--- src/rtl/multicycle_datapath.sv ---
// Multicycle 16-bit-instruction core: FETCH/DECODE/EXEC/MEM/WB control, PC, IR,
// 16-entry register file and ALU, with req/ack instruction and data memory ports.
module multicycle_datapath #(
  parameter int unsigned DATA_W = 8,
  parameter int unsigned PC_W   = 5,
  parameter int unsigned DM_AW  = 4
) (
  input  logic              clk,
  input  logic              reset,
  output logic              instr_req,
  output logic [PC_W-1:0]   instr_addr,
  input  logic              instr_ack,
  input  logic [15:0]       instr_data,
  output logic              dm_req,
  output logic              dm_we,
  output logic [DM_AW-1:0]  dm_addr,
  output logic [DATA_W-1:0] dm_wdata,
  input  logic              dm_ack,
  input  logic [DATA_W-1:0] dm_rdata,
  output logic [PC_W-1:0]   pc,
  output logic              retired,
  output logic              halted
);

  localparam int unsigned NUM_REGS = 16;

  localparam logic [2:0] OP_LI   = 3'd0;
  localparam logic [2:0] OP_ADD  = 3'd1;
  localparam logic [2:0] OP_SUB  = 3'd2;
  localparam logic [2:0] OP_LD   = 3'd3;
  localparam logic [2:0] OP_ST   = 3'd4;
  localparam logic [2:0] OP_BEQ  = 3'd5;
  localparam logic [2:0] OP_HALT = 3'd6;
  localparam logic [2:0] OP_NOP  = 3'd7;

  typedef enum logic [2:0] {
    S_FETCH, S_DECODE, S_EXEC, S_MEM, S_WB, S_HALTED
  } state_t;

  state_t            state_q, state_d;
  logic [PC_W-1:0]   pc_q;
  logic [15:0]       ir_q;
  logic [DATA_W-1:0] regs [NUM_REGS];
  logic [DATA_W-1:0] a_q, b_q, alu_q, mdr_q, alu_res;

  logic [2:0]        op;
  logic [3:0]        rd, ra, rb;
  logic [PC_W-1:0]   target;
  logic              is_alu;

  assign op         = ir_q[15:13];
  assign rd         = ir_q[11:8];
  assign ra         = ir_q[7:4];
  assign rb         = ir_q[3:0];
  assign target     = PC_W'(ir_q[12:8]);
  assign is_alu     = (op == OP_LI) || (op == OP_ADD) || (op == OP_SUB);
  assign instr_addr = pc_q;
  assign pc         = pc_q;

  // ALU: immediate pass-through, add and subtract, all modulo 2^DATA_W
  always_comb begin
    alu_res = '0;
    case (op)
      OP_LI:   alu_res = DATA_W'(ir_q[7:0]);
      OP_ADD:  alu_res = a_q + b_q;
      OP_SUB:  alu_res = a_q - b_q;
      default: alu_res = '0;
    endcase
  end

  always_ff @(posedge clk or negedge reset) begin
    if (!reset) state_q <= S_FETCH;
    else        state_q <= state_d;
  end

  always_comb begin
    state_d = state_q;
    case (state_q)
      S_FETCH:  if (instr_ack) state_d = S_DECODE;
      S_DECODE: state_d = S_EXEC;
      S_EXEC: begin
        if (is_alu)                             state_d = S_WB;
        else if (op == OP_LD || op == OP_ST)    state_d = S_MEM;
        else if (op == OP_HALT)                 state_d = S_HALTED;
        else                                    state_d = S_FETCH;
      end
      S_MEM:    if (dm_ack) state_d = (op == OP_LD) ? S_WB : S_FETCH;
      S_WB:     state_d = S_FETCH;
      S_HALTED: state_d = S_HALTED;
      default:  state_d = S_FETCH;
    endcase
  end

  // Outputs decode from state; fetch request is held low while reset is asserted
  always_comb begin
    instr_req = 1'b0;
    dm_req    = 1'b0;
    dm_we     = 1'b0;
    dm_addr   = '0;
    dm_wdata  = '0;
    retired   = 1'b0;
    halted    = 1'b0;
    case (state_q)
      S_FETCH:  instr_req = reset;
      S_EXEC:   retired = (op == OP_BEQ) || (op == OP_NOP) || (op == OP_HALT);
      S_MEM: begin
        dm_req   = 1'b1;
        dm_we    = (op == OP_ST);
        dm_addr  = (op == OP_ST) ? DM_AW'(rd) : DM_AW'(ra);
        dm_wdata = a_q;
        retired  = dm_ack && (op == OP_ST);
      end
      S_WB:     retired = 1'b1;
      S_HALTED: halted = 1'b1;
      default:  ;
    endcase
  end

  always_ff @(posedge clk or negedge reset) begin
    if (!reset) begin
      pc_q  <= '0;
      ir_q  <= '0;
      a_q   <= '0;
      b_q   <= '0;
      alu_q <= '0;
      mdr_q <= '0;
      for (int i = 0; i < NUM_REGS; i++) regs[i] <= '0;
    end else begin
      case (state_q)
        S_FETCH: begin
          if (instr_ack) begin
            ir_q <= instr_data;
            pc_q <= pc_q + PC_W'(1);
          end
        end
        S_DECODE: begin
          a_q <= regs[ra];
          b_q <= regs[rb];
        end
        S_EXEC: begin
          if (is_alu) alu_q <= alu_res;
          if (op == OP_BEQ && a_q == b_q) pc_q <= target;
        end
        S_MEM: if (dm_ack && op == OP_LD) mdr_q <= dm_rdata;
        S_WB:  regs[rd] <= (op == OP_LD) ? mdr_q : alu_q;
        default: ;
      endcase
    end
  end

endmodule

--- config.mk ---
export PLATFORM = sky130hd
export DESIGN_NAME = multicycle_datapath
export DESIGN_NICKNAME = d
export VERILOG_FILES = /design/src/rtl/multicycle_datapath.sv
export SDC_FILE = /design/constraint.sdc
export NUM_CORES = 1
export LEC_CHECK = 0
export CAP_MARGIN = 30
export CORE_AREA = 5 5 156 158
export DETAILED_ROUTE_END_ITERATION = 10
export DIE_AREA = 0 0 161 163
export MAX_ROUTING_LAYER = met4
export SYNTH_ARGS = -nofsm -noshare
export SYNTH_HDL_FRONTEND = slang
export SYNTH_SLANG_ARGS = --single-unit
--- constraint.sdc ---
create_clock -name clk -period 2.75 [get_ports clk]
set_input_delay 0.6875 -clock clk [delete_from_list [all_inputs] [get_ports clk]]
set_output_delay 0.6875 -clock clk [all_outputs]
set_load 0.1 [all_outputs]
==> run summary, run 1 <==
Main metrics from the flow reports.

The flow ran to the end, and the final reports show no timing, DRC or antenna violations. The estimated wirelength of the detail-placed design is 17.39 mm. The global-route congestion overflow total is 0. The fraction of synthesized area in multiplexers is 0.2379. The setup skew after layout came out at 0.01110 ns.

The fill cell instance count of the final layout came out at 2,033. The floorplan report lists the tap cell count as 290. The finished design was reported to have a net count of 975. After technology mapping, the gate count stands at between 800 and 900. The total power divided by cell area is around 1200 mW/mm².

The endpoint arrival time on the critical path is 1.97 ns. The count of plain and timing-repair buffers in the layout came out at 103. The total number of vias came out at around 7,000. The portion of synthesized cell area occupied by the leading cell type came out at 0.4607. Per the synthesis report, the AND-OR/OR-AND share of the synthesized area is 0.1072.

The synthesis-stage register bit count came out at 184. The total number of placement rows is 56. The first-pass GRT wire length came out at 42.19 mm. The global-route usage over all layers is 0.2163. The post-detailed-route DRC marker count came out at 0. The wire length on met2 came out at 12.89 mm. The final timing report gives a worst setup slack of 0.08860 ns. The synthesized area per cell came out at roughly 11 µm². For this run the top cell type by instance count after synthesis was sky130_fd_sc_hd__dfrtp_1. The horizontal die dimension is between 150 and 200 µm.

a little over 600 cells are multi-input combinational gates. The vias per cell came out at 5.680. The met3 routed wirelength came out at 1.118 mm. The number of buffers created by CTS came out at 17.

Buffers placed on the I/O ports in this run total around 54. Sorting the synthesized cells by how often they occur yields 184 x sky130_fd_sc_hd__dfrtp_1, 101 x sky130_fd_sc_hd__nand2_1, 91 x sky130_fd_sc_hd__nor2_1. The final cell count without fillers is between 1,000 and 1,500. The number of nets in the synthesized netlist is 921.

The post-CTS setup buffer count is 0. The final setup violation count is 0. The via count of the first global-routing pass is roughly 7,100. The relative contribution of sequential cells to total power came out at 0.332. The final standard cell area without fillers is 0.01170 mm². Per the synthesis report, the dominant area consumer among library cells is sky130_fd_sc_hd__dfrtp_1. Of the total standard cell area in the layout, the sequential portion is 0.3938.

The I/O pin count came out at 55. For this run, the detailed router's first-pass iteration total came to 7. The global-route track usage on met3 came out at 0.03721.

The max-slew violation count is 0. The mapped netlist covers 0.009995 mm². The number of antenna-violating nets in the routed design came out at 0. The routability congestion estimate is 0.9382.
==> run 1: cell usage in the layout (no fill, tap or decap), types with 14 or more instances in the layout <==
master and n:
sky130_fd_sc_hd__dfrtp_1 181, sky130_fd_sc_hd__nand2_1 101, sky130_fd_sc_hd__nor2_1 89, sky130_fd_sc_hd__a21oi_1 80, sky130_fd_sc_hd__o21ai_0 79, sky130_fd_sc_hd__mux4_2 59, sky130_fd_sc_hd__buf_4 53, sky130_fd_sc_hd__clkdlybuf4s50_1 26
sky130_fd_sc_hd__mux2_2 25, sky130_fd_sc_hd__buf_12 23, sky130_fd_sc_hd__mux4_1 21, sky130_fd_sc_hd__inv_1 18, sky130_fd_sc_hd__clkbuf_16 17, sky130_fd_sc_hd__ha_1 15, sky130_fd_sc_hd__nand3_1 14
==> run 1: flip-flops by register name, indices dropped and copies added (netlist names) <==
register / cells
regs: 128
ir_q: 16
a_q: 8
alu_q: 8
b_q: 8
mdr_q: 8
instr_addr: 5
state_q: 3
==> run 1: through the flow <==
stage	utilization	hold slack, ns	total power, µW
CTS	0.5091	0.5031	13780
detailed placement	0.4823	0.4875	11200
floorplan	-	0.3919	9353
global placement	0.4823	0.4717	11100
global route	0.5091	0.5233	14530
finish	0.5091	0.3489	13710
==> run 1: logic make-up (layout without fill, tap and decap cells) <==
| family | count (synthesis) | count (layout) |
|---|---|---|
| simple gates | 256 | 256 |
| compound gates | 200 | 200 |
| flops | 184 | 184 |
| mux | 123 | 123 |
| buf+inv | 86 | 153 |
| fa+ha+maj | 17 | 17 |
| xor+xnor | 10 | 10 |
==> run 1: power by group through the flow <==
stage	Clock [µW]	Combinational (µW)	Sequential, µW
after global routing	2710	7130	4680
after detailed placement	0	6620	4580
after floorplan	0	4950	4400
after CTS	2610	6630	4540
after global placement	0	6560	4540
final	2560	6600	4550
### Signal wires by layer, run 1

Scale bar: 50 µm. Two of the layers only.
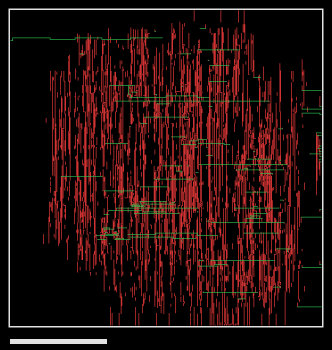
| layer | colour | wire length |
|---|---|---|
| metal 3 | green | 1,120 µm |
| metal 2 | red | 12,900 µm |

### Sequential cells grouped by signal name, run 1

Scale bar: 50 µm. Other sequential cells in the stronger grey, the rest of the logic in the fainter grey.
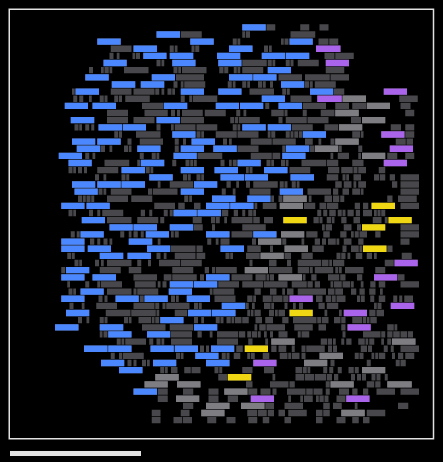
| signal | colour | sequential cells |
|---|---|---|
| ir_q | purple | 16 |
| regs | blue | 128 |
| alu_q | yellow | 8 |
not coloured: 32

### Cell classes on the final placement, run 1

Scale bar: 50 µm. Fill, decap, tap and diode cells in grey.
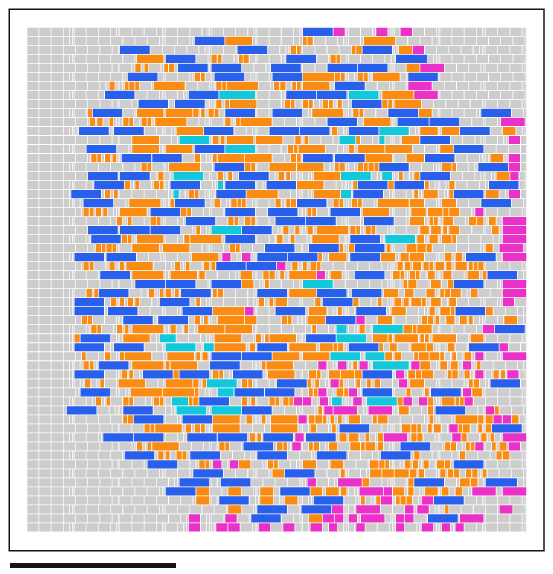
| class | colour | cells |
|---|---|---|
| clock drivers and dummy loads | cyan | 32 |
| combinational and other logic | orange | 624 |
| flops | blue | 184 |
| other buffers and delay cells | magenta | 103 |

### Congestion heat map, run 1

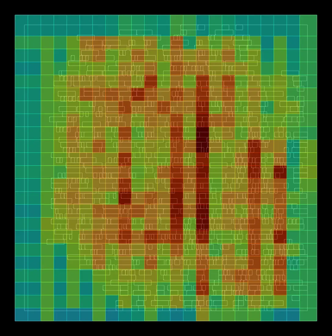

==> run 1 -> run 2 <==
--- a/config.mk
+++ b/config.mk
@@ -9,6 +9,7 @@
 export CORE_AREA = 5 5 156 158
 export DETAILED_ROUTE_END_ITERATION = 10
 export DIE_AREA = 0 0 161 163
+export GPL_TIMING_DRIVEN = 0
 export MAX_ROUTING_LAYER = met4
 export SYNTH_ARGS = -nofsm -noshare
 export SYNTH_HDL_FRONTEND = slang
### Congestion heat map, run 2

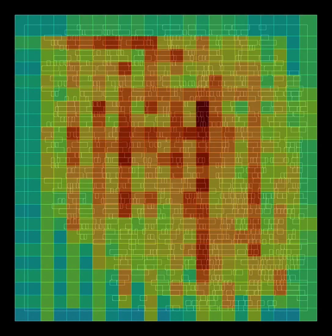
final design utilization: 0.5045
global-route total usage across every layer: 0.2276

==> run 2 against run 1 <==
Compared with the run above:
- critical path depth is 4 lower
- non-clock buffer count is 21 higher
- fmax is 1.9% lower
- global-route usage is 1.1 points higher
- flip-flop count stayed put
- critical path type unchanged
- critical endpoint is now instr_addr[1]
- highest routed layer unchanged
==> run summary, run 2 <==
Main metrics from the flow reports.

The flow ran to the end, and the final reports show no timing, DRC or antenna violations. The first-pass GRT wire length came out at between 40 and 50 mm. Looking at area per cell type in the netlist, the leader is sky130_fd_sc_hd__dfrtp_1. In this design, the largest share of critical-path delay is due to buffers and inverters. The number of buffers created by CTS came out at 17. The peak supply drop is 0.0006015 V. The number of port buffers came out at 54. The synthesis-stage register bit count came out at roughly 180. The worst hold slack across all endpoints is ~0.17 ns. The total number of placement rows is 56. The global-route congestion overflow total came out at 0. The final report gives the standard cell area, fillers excluded, as between 0.01 and 0.015 mm². The horizontal die dimension is 161 µm.

The total number of yosys warnings is 0. The net count after synthesis is 921. The report shows a maximum critical-path fanout of 5. The TritonCTS clock tree is yes. The I/O pin count is 55. The fill cell instance count of the final layout is 2,081. The synthesized area per cell is about 11 µm². The cell area that synthesis handed to floorplanning was roughly 0.01 mm².

Registers represent a cell area share of 0.3971. The violation tally from detailed-route iteration zero came out at 667. The first-pass detailed-route iteration total is 5. The register with the most flip-flops is regs.

The final setup violation count came out at 0. The final setup slack of the worst path is 0.03598 ns. The sequential cell area is ~0.0046 mm².

The setup skew after layout came out at between 0.01 and 0.015 ns. After detailed routing, the number of vias per cell comes to 5.947. After synthesis, the share of flip-flops with an asynchronous set or reset is 1.000. The area of the die came out at between 0.02 and 0.03 mm². The library cell used most frequently in the layout, excluding fill and tap cells, is sky130_fd_sc_hd__dfrtp_1.

The max-slew check reports its worst relative slack as 0.3537. The die is 163 µm tall. The fraction of layout instances using a drive strength above 1 is 0.2085. The class of the tightest hold or removal check is input port to async pin. The layout has roughly 120 buffers outside the clock class. STA classifies the critical path endpoint as an output port. The area-dominant cell class after layout is multi-input combinational cells.

Looking at the gate-level netlist, the highest instance count belongs to sky130_fd_sc_hd__dfrtp_1. The maximum clock path buffer count is 2. The total number of nets in the final design is 996. The post-layout period usage of the worst path is 0.9869. For this block, the via count after detailed routing is 7,458. The portion of synthesized cell area occupied by the leading cell type came out at 0.4607.

The largest registers in the layout are regs: 128 flops, ir_q: 16 flops. The final total power came out at roughly 14,000 µW. In the synthesized netlist, the number of instances is 876. 606 cells are multi-input combinational gates. Power spread over the standard cell area amounts to 1208 mW/mm². The number of antenna-violating nets in the routed design came out at 0. The max-slew violation count came out at 0.

The slowest stage cell on the critical path is sky130_fd_sc_hd__clkdlybuf4s50_1. According to the tapcell log, the count of inserted taps is 290. The post-CTS setup buffer count is 0. The post-detailed-route DRC marker count is 0. The initial antenna violation count was 0. The number of flip-flops in the largest register is 128. The transition time recorded at the tightest slew-check pin is 0.9665 ns. The latest clock arrival within the worst-skew pair came out at 0.44 ns. The library cells used most frequently in the layout, excluding fill and tap cells, are 184 x sky130_fd_sc_hd__dfrtp_1, 98 x sky130_fd_sc_hd__nand2_1, 87 x sky130_fd_sc_hd__nor2_1. The estimated wirelength of the detail-placed design came out at around 21 mm. The fmax is about 370 MHz. The endpoint arrival time on the critical path came out at 2.03 ns.

Per the final report, the share of cell area in non-clock buffers is 0.08644. The element type at the critical path start is a flip-flop. The via count of the first global-routing pass came out at 7,242. By count the netlist is led by 184 x sky130_fd_sc_hd__dfrtp_1, 101 x sky130_fd_sc_hd__nand2_1, 91 x sky130_fd_sc_hd__nor2_1. The placement stage leaves a total instance area of about 0.011 mm². Per the gpl log, the routability congestion estimate is 0.9334.
run 2: where the power goes:
group / switching [µW] / internal, µW / leakage (µW) / total [µW]
combinational: 4130 / 2930 / 0.00243 / 7050
clock: 1220 / 1340 / 0.000303 / 2550
sequential: 753 / 3640 / 0.00245 / 4400
run 2: cell families (layout without fill, tap and decap cells):
| logic type | Yosys count | in the layout | synth area share |
|---|---|---|---|
| buffers and inverters | 86 | 174 | 0.04932 |
| AOI/OAI and AO/OA | 200 | 200 | 0.1072 |
| adders and majority gates | 17 | 17 | 0.02278 |
| muxes | 123 | 123 | 0.2379 |
| xor gates and xnor gates | 10 | 10 | 0.008763 |
| and+or+nand+nor | 256 | 256 | 0.1134 |
| DFF | 184 | 184 | 0.4607 |
run 2: timing repair:
item,4_1_cts,5_1_grt
gates cloned,0,0
pin swaps,0,0
resized,106,22
endpoints found under the setup margin,23,43
run 2: final timing paths:
check,start,end,slack (ns)
worst max-delay path,instr_addr[1],instr_addr[1],0.04
worst min-delay path,reset,state_q[1],0.17
worst max register to register,ir_q[1],b_q[2],0.07
worst min register to register,regs[6],regs[6],0.51
max in group asynchronous,reset,regs[21],1.61
min in group clk,regs[6],regs[6],0.51
run 2: stage by stage:
stage,std cells,util,TNS [ns]
global placement,1220,0.4751,-1295.81
floorplan,876,-,-0.01055
finish,1254,0.5045,0
detailed placement,1221,0.4765,-5.771
global route,1254,0.5045,0
CTS,1253,0.5014,0
run 2: per-layer routing:
metal / share of wire / routed length, µm / track usage
met1: 0.44 / 12500 / 0.3085
met2: 0.49 / 13810 / 0.3657
met3: 0.049 / 1389 / 0.03518
met4: 0.018 / 514 / 0.05622
met5: 0 / 0 / -
### Sequential cells grouped by signal name, run 2

Scale bar: 50 µm. Other sequential cells in the stronger grey, the rest of the logic in the fainter grey.
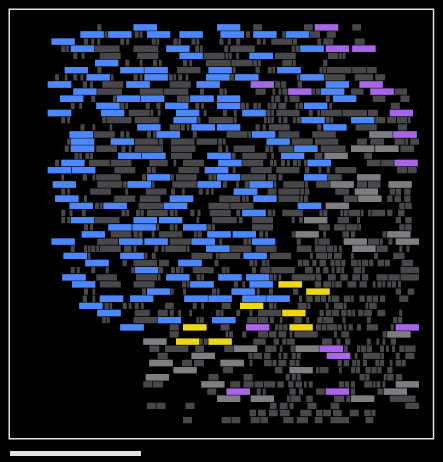

==> run 2 -> run 3 <==
--- a/config.mk
+++ b/config.mk
@@ -9,6 +9,7 @@
 export CORE_AREA = 5 5 156 158
 export DETAILED_ROUTE_END_ITERATION = 10
 export DIE_AREA = 0 0 161 163
+export DONT_BUFFER_PORTS = 1
 export GPL_TIMING_DRIVEN = 0
 export MAX_ROUTING_LAYER = met4
 export SYNTH_ARGS = -nofsm -noshare
### Sequential cells grouped by signal name, run 3

Scale bar: 50 µm. Other sequential cells in the stronger grey, the rest of the logic in the fainter grey.
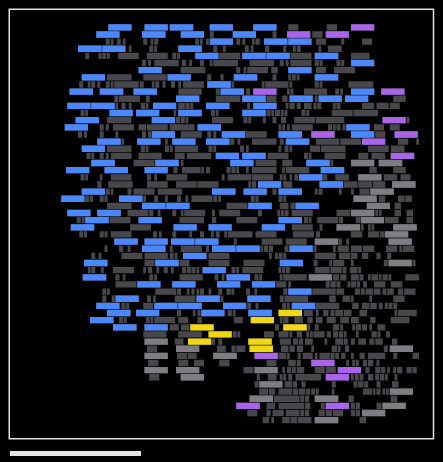
| signal | colour | sequential cells |
|---|---|---|
| ir_q | purple | 16 |
| regs | blue | 128 |
| alu_q | yellow | 8 |
not coloured: 32

==> run 3 against run 2 <==
Compared with the run above:
- the flow now finishes with violations (hold timing)
- register-to-register slack gained 0.04 ns
- critical endpoint is now dm_req
- sequential share of layout area rose by 1.5 points
- utilization decreased by 1.8 points
==> run summary, run 3 <==
Main metrics from the flow reports.

The net count after synthesis is slightly above 900. After detailed routing, the number of remaining DRC violations is 0. The clock network power is 2530 µW. The total number of nets in the final design came out at 946. The fraction of power spent switching nets is 0.4346. The slew at the pin closest to its max-slew limit came out at 1.024 ns. The element type at the critical path start is a flip-flop.

The fill cell instance count of the final layout is between 2,000 and 2,500. The violation tally from detailed-route iteration zero came out at 635. The max-slew check reports its worst relative slack as 0.3174. The total negative slack for setup checks came out at 0 ns.

The area of the die is 0.02624 mm². The instance count of the mapped netlist came out at 876. The largest registers in the layout are regs: 128 flops, ir_q: 16 flops.

The final timing summary puts the cycle share of the worst path at 0.9692. The via count of the first global-routing pass came out at 7,276. The total internal power is 7782 µW. In the final layout, the share of cells above drive strength 1 is 0.2144. The final reports fail on hold timing. Overall power consumption after layout is estimated at 13,760 µW. Max fanout on the critical path was recorded as 10. The total number of placement rows came out at between 50 and 60.

The first-pass GRT wire length came out at approximately 44 mm. The capture point of the worst path is dm_req. The first-pass detailed-route iteration total came out at 5. The horizontal die dimension came out at 161 µm.

The synthesized netlist occupies a cell area of 0.009995 mm². The latest clock arrival within the worst-skew pair came out at 0.45 ns. The number of port buffers came out at 0. The global-route usage over all layers is 0.2266. Data arrives at the worst endpoint at 1.98 ns. The total number of yosys warnings is 0. The clock network fraction of design power is 0.184. The total power divided by cell area is around 1200 mW/mm². The script logs the ratio of routed vias to standard cells as just under 6.

The net switching power figure came out at between 5000 and 6000 µW. In the layout the commonest cells are 184 x sky130_fd_sc_hd__dfrtp_1, 99 x sky130_fd_sc_hd__nand2_1, 88 x sky130_fd_sc_hd__nor2_1. Nets still carrying antenna violations after routing amount to 0. The post-placement cell count came out at between 1,000 and 1,500. The final cell count without fillers came out at 1,204.

The class of the tightest hold or removal check is input port to async pin. Sorting the Yosys area breakdown by cell type puts at the top sky130_fd_sc_hd__dfrtp_1. The terminus of the critical flop-to-flop path is b_q[6]. The final setup violation count came out at 0. The final max-slew violation count recorded for this run is 0.

Across the whole layout, storage elements account for 0.004604 mm². In this run the deepest clock path goes through 2 buffers. The fmax is 375.2 MHz.

The synthesized area per cell is 11.41 µm². The die boundary height is about 160 µm. Buffers added to address setup during post-CTS repair amount to 0.

RePlAce ended its routability-driven mode at a weighted congestion of 0.9035. The initial antenna violation count came out at 0. The estimated wirelength of the detail-placed design is a little over 20 mm. In the final report, the number of hold violations comes to 67.

Of the total power, registers draw 0.337. The reported combinational group power is about 6600 µW. Yosys reported a register bit count of 184. The worst hold slack across all endpoints came out at -0.07220 ns.

In this run, power in flip-flops and latches comes to 4630 µW. Compared with the post-synthesis result, the final layout area differs by 11.86%. The global-route congestion overflow total came out at 0.

The share of flip-flops with an asynchronous set or reset came out at 1.000. The final setup slack of the worst path is 0.08483 ns. The total number of vias came out at 7,176. STA classifies the critical path endpoint as an output port. The register with the most flip-flops in the layout has roughly 130 of them. The TritonCTS clock tree is yes. The flow ran to the end, but the final reports show violations. The peak supply drop is ~0.00054 V.

The synthesis stats list as the most numerous cell sky130_fd_sc_hd__dfrtp_1. The most frequent standard cell in the layout excluding fill and tap cells is sky130_fd_sc_hd__dfrtp_1. The I/O pin count is 55.

The share of synthesized area in the top cell type comes to 0.4607. Per the TritonCTS log, the buffer count is 17. The register-to-register path setup slack is 0.11 ns. Yosys reports that the most numerous cell types are 184 x sky130_fd_sc_hd__dfrtp_1, 101 x sky130_fd_sc_hd__nand2_1, 91 x sky130_fd_sc_hd__nor2_1. The post-placement cell area is 0.01051 mm². The final design utilization came out at 0.4864. The register with the most flip-flops is regs. The share of total power dissipated in combinational logic is 0.480.
run 3: worst max-delay path: stages, from the launching register on:
cell                         delay, ns
sky130_fd_sc_hd__dfrtp_1          0.40
sky130_fd_sc_hd__nor2b_1          0.13
sky130_fd_sc_hd__buf_2            0.18
sky130_fd_sc_hd__nand2_2          0.29
sky130_fd_sc_hd__clkinvlp_4       0.53
run 3: cell type report:
cell class	count	share of cell area
plain buffers	66	0.03839
inverters	18	0.006379
flip-flops and latches	184	0.4119
repair buffers	8	0.01410
multi-input cells	606	0.4429
well taps	290	0.03246
clock inverters	15	0.01589
clock buffers	17	0.03805
run 3: logic make-up (layout without fill, tap and decap cells):
logic type | after synthesis | in the layout | synth area share
compound gates | 200 | 200 | 0.1072
xor+xnor | 10 | 10 | 0.008763
fa+ha+maj | 17 | 17 | 0.02278
buf+inv | 86 | 124 | 0.04932
flops | 184 | 184 | 0.4607
mux | 123 | 123 | 0.2379
simple gates | 256 | 256 | 0.1134
run 3: worst min-delay path by stage:
| stage | end | slack (ns) | cells past startpoint |
|---|---|---|---|
| floorplan | a_q[0] | 0.39 | 0 |
| global placement | state_q[1] | 0.40 | 0 |
| detailed placement | state_q[0] | 0.40 | 0 |
| CTS | state_q[0] | -0.07 | 0 |
| global route | state_q[2] | -0.09 | 0 |
| finish | state_q[2] | -0.07 | 0 |
run 3: routing by layer:
| layer | wire, µm | global-route usage |
|---|---|---|
| met3 | 1711 | 0.04632 |
| met5 | 0 | - |
| met4 | 1054 | 0.08530 |
| met2 | 13010 | 0.3467 |
| met1 | 11540 | 0.3020 |
run 3: what timing repair did:
| item | 4_1_cts | 5_1_grt |
|---|---|---|
| pin swaps | 2 | 1 |
| endpoints found under the hold margin | 184 | 184 |
| endpoints found under the setup margin | 15 | 6 |
| resized | 19 | 6 |
Power is estimated from default activity; no workload was simulated.
